**src/rtl/alert_pkg.sv**
```systemverilog
// alert_pkg: state encodings and alert code constants shared by the alert responder.
package alert_pkg;
    typedef enum logic [2:0] {S_IDLE, S_WEIGHT, S_DOOR_ON, S_DOOR_OFF, S_MUTED} state_t;
    localparam logic [1:0] CODE_NONE   = 2'b00;
    localparam logic [1:0] CODE_DOOR   = 2'b01;
    localparam logic [1:0] CODE_WEIGHT = 2'b10;
    localparam logic [1:0] CODE_MUTED  = 2'b11;
endpackage

```
**src/rtl/alert_tick_gen.sv**
```systemverilog
// alert_tick_gen: prescaler pulsing tick every TICK_DIV cycles, restartable by a sync clear.
module alert_tick_gen #(
    parameter int TICK_DIV = 100_000
) (
    input  logic clk,
    input  logic rst,
    input  logic clr,
    output logic tick
);
    localparam int W = TICK_DIV > 1 ? $clog2(TICK_DIV) : 1;
    logic [W-1:0] cnt_q, cnt_d;
    always_comb begin
        tick  = cnt_q == W'(TICK_DIV - 1);
        cnt_d = (clr || tick) ? '0 : cnt_q + 1'b1;
    end
    always_ff @(posedge clk or posedge rst)
        if (rst) cnt_q <= '0;
        else     cnt_q <= cnt_d;
endmodule

```
**src/rtl/alert_responder.sv**
```systemverilog
// alert_responder: turns door/weight alerts into buzzer pattern, lamps, code and interlocks.
module alert_responder
    import alert_pkg::*;
#(
    parameter int TICK_DIV       = 100_000,
    parameter int BEEP_ON_TICKS  = 200,
    parameter int BEEP_OFF_TICKS = 300,
    parameter int MUTE_TICKS     = 5000
) (
    input  logic       clk,
    input  logic       rst,
    input  logic       DOOR_ALERT,
    input  logic       WEIGHT_ALERT,
    input  logic       ACK,
    output logic       BUZZER,
    output logic       LED_DOOR,
    output logic       LED_WEIGHT,
    output logic       MOTION_INHIBIT,
    output logic       DOOR_HOLD_OPEN,
    output logic [1:0] ALERT_CODE
);
    localparam int  MAX_ON  = BEEP_ON_TICKS > BEEP_OFF_TICKS ? BEEP_ON_TICKS : BEEP_OFF_TICKS;
    localparam int  MAX_T   = MAX_ON > MUTE_TICKS ? MAX_ON : MUTE_TICKS;
    localparam int  CW      = $clog2(MAX_T + 1);
    localparam bit  MUTE_EN = MUTE_TICKS > 0;

    logic door_q, weight_q, ack_q, ack_rise, tick, done;
    state_t state_q, state_d;
    logic [CW-1:0] cnt_q, cnt_d, lim;
    logic buzzer_q, buzzer_d, led_door_q, led_door_d, led_weight_q, led_weight_d;
    logic inhibit_q, inhibit_d, hold_q, hold_d;
    logic [1:0] code_q, code_d;

    alert_tick_gen #(.TICK_DIV(TICK_DIV)) u_tick (
        .clk (clk),
        .rst (rst),
        .clr (state_d != state_q),
        .tick(tick)
    );

    always_comb begin
        ack_rise = ACK & ~ack_q;
        lim = state_q == S_DOOR_ON  ? CW'(BEEP_ON_TICKS - 1) :
              state_q == S_DOOR_OFF ? CW'(BEEP_OFF_TICKS - 1) : CW'(MUTE_TICKS - 1);
        done = tick && cnt_q == lim;
        state_d = state_q;
        case (state_q)
            S_IDLE, S_WEIGHT:
                state_d = weight_q ? S_WEIGHT : door_q ? S_DOOR_ON : S_IDLE;
            S_DOOR_ON, S_DOOR_OFF:
                state_d = weight_q ? S_WEIGHT : !door_q ? S_IDLE :
                          (ack_rise && MUTE_EN) ? S_MUTED : !done ? state_q :
                          state_q == S_DOOR_ON ? S_DOOR_OFF : S_DOOR_ON;
            S_MUTED:
                state_d = weight_q ? S_WEIGHT : !door_q ? S_IDLE : done ? S_DOOR_ON : S_MUTED;
            default: state_d = S_IDLE;
        endcase
        // every state entry restarts its phase from zero
        cnt_d = state_d != state_q ? '0 : (tick && cnt_q != lim) ? cnt_q + 1'b1 : cnt_q;
        buzzer_d     = state_d == S_WEIGHT || state_d == S_DOOR_ON;
        led_door_d   = state_d == S_WEIGHT ? door_q : state_d != S_IDLE;
        led_weight_d = state_d == S_WEIGHT;
        inhibit_d    = state_d != S_IDLE;
        hold_d       = state_d == S_WEIGHT;
        code_d = state_d == S_IDLE   ? CODE_NONE :
                 state_d == S_WEIGHT ? CODE_WEIGHT :
                 state_d == S_MUTED  ? CODE_MUTED : CODE_DOOR;
    end

    always_ff @(posedge clk or posedge rst)
        if (rst) begin
            door_q       <= 1'b0;
            weight_q     <= 1'b0;
            ack_q        <= 1'b0;
            state_q      <= S_IDLE;
            cnt_q        <= '0;
            buzzer_q     <= 1'b0;
            led_door_q   <= 1'b0;
            led_weight_q <= 1'b0;
            inhibit_q    <= 1'b0;
            hold_q       <= 1'b0;
            code_q       <= CODE_NONE;
        end else begin
            door_q       <= DOOR_ALERT;
            weight_q     <= WEIGHT_ALERT;
            ack_q        <= ACK;
            state_q      <= state_d;
            cnt_q        <= cnt_d;
            buzzer_q     <= buzzer_d;
            led_door_q   <= led_door_d;
            led_weight_q <= led_weight_d;
            inhibit_q    <= inhibit_d;
            hold_q       <= hold_d;
            code_q       <= code_d;
        end

    assign BUZZER         = buzzer_q;
    assign LED_DOOR       = led_door_q;
    assign LED_WEIGHT     = led_weight_q;
    assign MOTION_INHIBIT = inhibit_q;
    assign DOOR_HOLD_OPEN = hold_q;
    assign ALERT_CODE     = code_q;
endmodule

```
**config.mk**
```make
export PLATFORM = sky130hd
export DESIGN_NAME = alert_responder
export DESIGN_NICKNAME = d
export VERILOG_FILES = /design/src/rtl/alert_pkg.sv /design/src/rtl/alert_tick_gen.sv /design/src/rtl/alert_responder.sv
export SDC_FILE = /design/constraint.sdc
export NUM_CORES = 1
export LEC_CHECK = 0
export CORE_UTILIZATION = 48
export CTS_BUF_LIST = sky130_fd_sc_hd__clkbuf_8
export DETAILED_ROUTE_END_ITERATION = 6
export GPL_TIMING_DRIVEN = 0
export HOLD_SLACK_MARGIN = 0.12
export PLACE_DENSITY = 0.68
export SYNTH_ARGS = -nofsm -noshare
export SYNTH_HDL_FRONTEND = slang
export SYNTH_SLANG_ARGS = --single-unit
```
**constraint.sdc**
```tcl
create_clock -name clk -period 2.45 [get_ports clk]
set_clock_uncertainty 0.2 [all_clocks]
set_input_delay 0.3675 -clock clk [delete_from_list [all_inputs] [get_ports clk]]
set_output_delay 0.3675 -clock clk [all_outputs]
set_load 0.02 [all_outputs]
```
==> run_results.csv <==
group,metric,value,unit
clock_tree,clkTransAtPathRegs,80,ps
cells_and_area,diodes,0,
floorplanning,pin_count,12,
cells_and_area,final_area,2560,sq um
drt,num_vias,1724,
floorplanning,dieArea,4950,sq um
clock_tree,cts_buffers,5,
drt,detail-route-antenna-nets,0,
global_routing,grt_max_degree,43,
worst_setup_path,worstSetupStartpointType,"flop",
power,pwr_density_cell,544,nW/um^2
clock_tree,clock_sinks,42,
logic_synthesis,synth_area_per_cell,9.59,sq um
final_timing,slew_headroom,42.3,%
placed_design,portBuffers,11,
hold_path,hp-start,"u_tick.cnt_q[0]",
drt,first_pass_iters,4,
global_routing,grt_pass1_vias,1676,
logic_synthesis,postSynthSeqShare,46.8,%
worst_setup_path,critical_path_class,"reg2reg",
logic_synthesis,syn_area,2240,sq um
final_timing,rsz0062_at_grt,"false",
power,internal_power,1.06,mW
logic_synthesis,synth_warnings,0,
drt,drcViolationCount,0,
power,power_switching_share,23.8,%
final_timing,drv_slew,0,
worst_setup_path,crit_end,"cnt_q[0]",
power,ir_drop,0.230,mV
clock_tree,htree_levels,2,
logic_synthesis,ys.flop_type,"dfrtp_1",
global_routing,grt_overflow_total,0,
worst_setup_path,r2r_setup_slack,130,ps
cells_and_area,fillers,398,
drt,drt_wl_total,4400,um
final_timing,setup_violations,0,
worst_setup_path,critPathLaunch,"state_q[2]",
clock_tree,clockRootBuffer,"clkbuf_8",
final_timing,hold_violations,0,
worst_setup_path,end_kind,"flop",
worst_setup_path,worstPathRequired,2490,ps
worst_setup_path,arrival,2360,ps
floorplanning,die_h,70.4,um
final_timing,period_minus_slack,2320,ps
global_routing,antenna_found_initial,0,
placed_design,dpl_cell_area,2420,sq um
run_status,status,"finished, final reports clean",
drt,viasPerCell,5.62,
logic_synthesis,most_common_cell,"dfrtp_1",
[power groups by stage]
stage,combinational (mW),clock (mW),sequential [mW]
after CTS,0.129,0.557,0.717
after global routing,0.146,0.588,0.720
after detailed placement,0.126,0,0.731
final,0.133,0.543,0.718
after global placement,0.125,0,0.731
after floorplan,0.0753,0,0.737
[metrics by stage]
| step | util, % | total power [mW] | std cells | worst slack [ps] | setup TNS, ps |
|---|---|---|---|---|---|
| global route | 58.0 | 1.45 | 307 | 6.60 | 0 |
| finish | 58.0 | 1.39 | 307 | 132 | 0 |
| floorplan | - | 0.812 | 234 | 263 | 0 |
| detailed placement | 54.8 | 0.858 | 297 | -108 | -1040 |
| global placement | 54.8 | 0.856 | 297 | -135 | -1340 |
| CTS | 57.5 | 1.40 | 305 | 68.1 | 0 |
[how the worst min path moves through the flow]
stage                     slack, ps              end  depth (start not counted)
after floorplan                 200            ack_q                          0
after global placement          280  u_tick.cnt_q[0]                          1
after detailed placement        280  u_tick.cnt_q[0]                          1
after CTS                       290  u_tick.cnt_q[0]                          1
after global routing            310           door_q                          1
final                           290  u_tick.cnt_q[0]                          1
[layer usage]
layer | wire length, um | vias to the layer above | global-route usage, %
li1 | - | 863 | -
met1 | 2200 | 820 | 26.9
met2 | 1960 | 33 | 30.1
met3 | 156 | 8 | 5.34
met4 | 76 | 0 | 6.89
met5 | 0 | - | 0
[flip-flops by register name (all words and copies together), names as in the netlist]
| signal | flops |
|---|---|
| ALERT_CODE | 2 |
| BUZZER | 1 |
| DOOR_HOLD_OPEN | 1 |
| LED_DOOR | 1 |
| MOTION_INHIBIT | 1 |
| ack_q | 1 |
| cnt_q | 13 |
| door_q | 1 |
| state_q | 3 |
| u_tick.cnt_q | 17 |
| weight_q | 1 |
[worst max-delay path: cells and delay by family (launching register included)]
| kind | cells | cell delay (ps) |
|---|---|---|
| simple gates | 4 | 1220 |
| flops | 1 | 400 |
| compound gates | 1 | 260 |
| buf+inv | 1 | 180 |
[cells by family after synthesis]
| group | synth area share, % |
|---|---|
| adder cells (fa/ha/maj) | 1.11 |
| flip-flops | 46.8 |
| multiplexers | 1.39 |
| XOR/XNOR | 9.36 |
| AND/OR/NAND/NOR | 32.0 |
| buffers and inverters | 4.18 |
| AND-OR/OR-AND | 5.13 |
[timing repair]
item,in CTS,in global routing
gates resized,2,1
buffers inserted,0,2
cloned,0,0
setup endpoints to repair,10,11
pin swaps,0,1
[cell type report]
cell class                      count  area (sq um)  share of cell area [%]
Multi-Input combinational cell    172          1110                    43.5
Sequential cell                    42          1050                    41.1
Timing Repair Buffer               13           125                    4.89
Clock buffer                        5          68.8                    2.69
Buffer                             12          65.1                    2.54
Tap cell                           52          65.1                    2.54
Clock inverter                      3          41.3                    1.61
Inverter                            8          30.0                    1.17
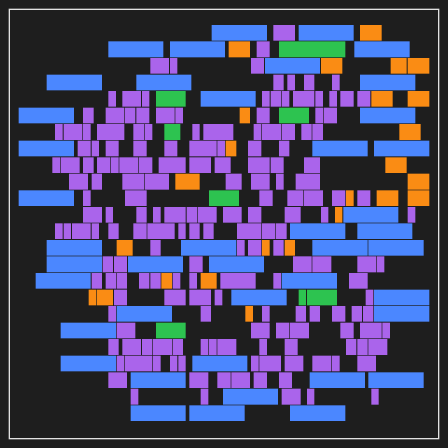
**Above:** cell classes on the final placement.
blue -> flops  # cells 42, share of their area 42%
green -> clock drivers and dummy loads  # cells 8, share of their area 4.4%
purple -> combinational and other logic  # cells 180, share of their area 46%
orange -> other buffers and delay cells  # cells 25, share of their area 7.6%
sequential share of cell area: 41.1%
core area: 4410 sq um
row count: 24

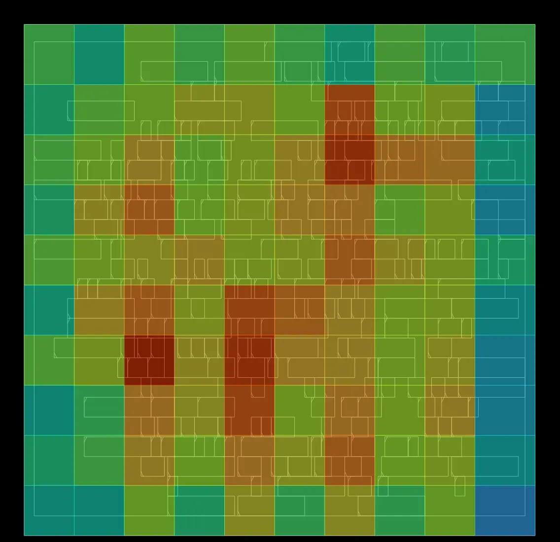
**Above:** track usage over the die.
gr busiest metal: met2
routed wire length per instance: 14.3 um

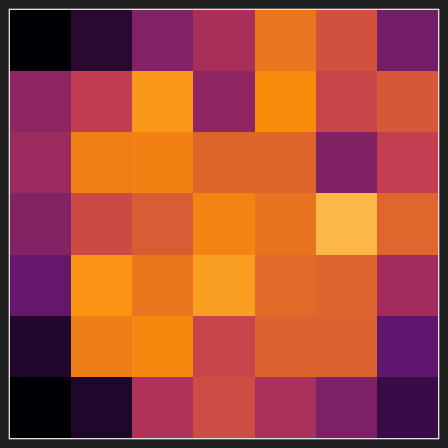
**Above:** cell area per tile.
The die is cut into 7 by 7 equal tiles; black is low, pale yellow is high, 0 to 100% covered.
tiles over 75% full = 8.2%
nearly empty tiles = 4.1%
fullest tile = 85%
mean over tiles = 50%
fin util: 58.0%
floorplan core density: 50.9%

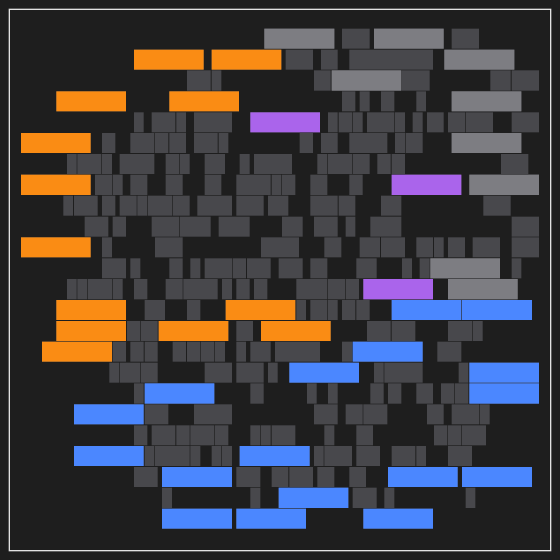
**Above:** sequential cells grouped by signal name.
Other sequential cells in the stronger gray, the rest of the logic in the fainter gray.
orange -> cnt_q  # sequential cells 13
purple -> state_q  # sequential cells 3
blue -> u_tick.cnt_q  # sequential cells 17
not colored = 9
FF+latch area: 1050 sq um
flip-flop and latch power: 0.718 mW

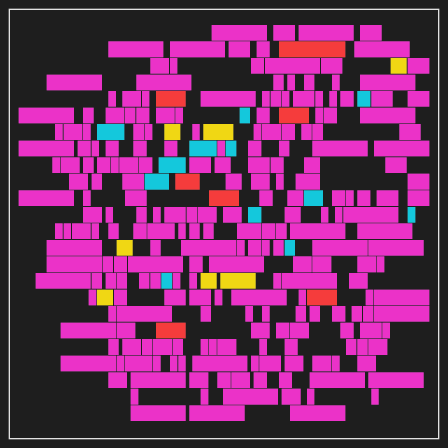
**Above:** sizing map.
cyan -> _2 cells  # cells 12, share 4.7%
magenta -> _0 and _1 cells  # cells 229, share 90%
yellow -> _3 and _4 cells  # cells 7, share 2.7%
red -> _6 and larger  # cells 7, share 2.7%
final worst setup slack: 132 ps
Area Growth Syn to Fin: 14.0%

Power is estimated from default activity; no workload was simulated.
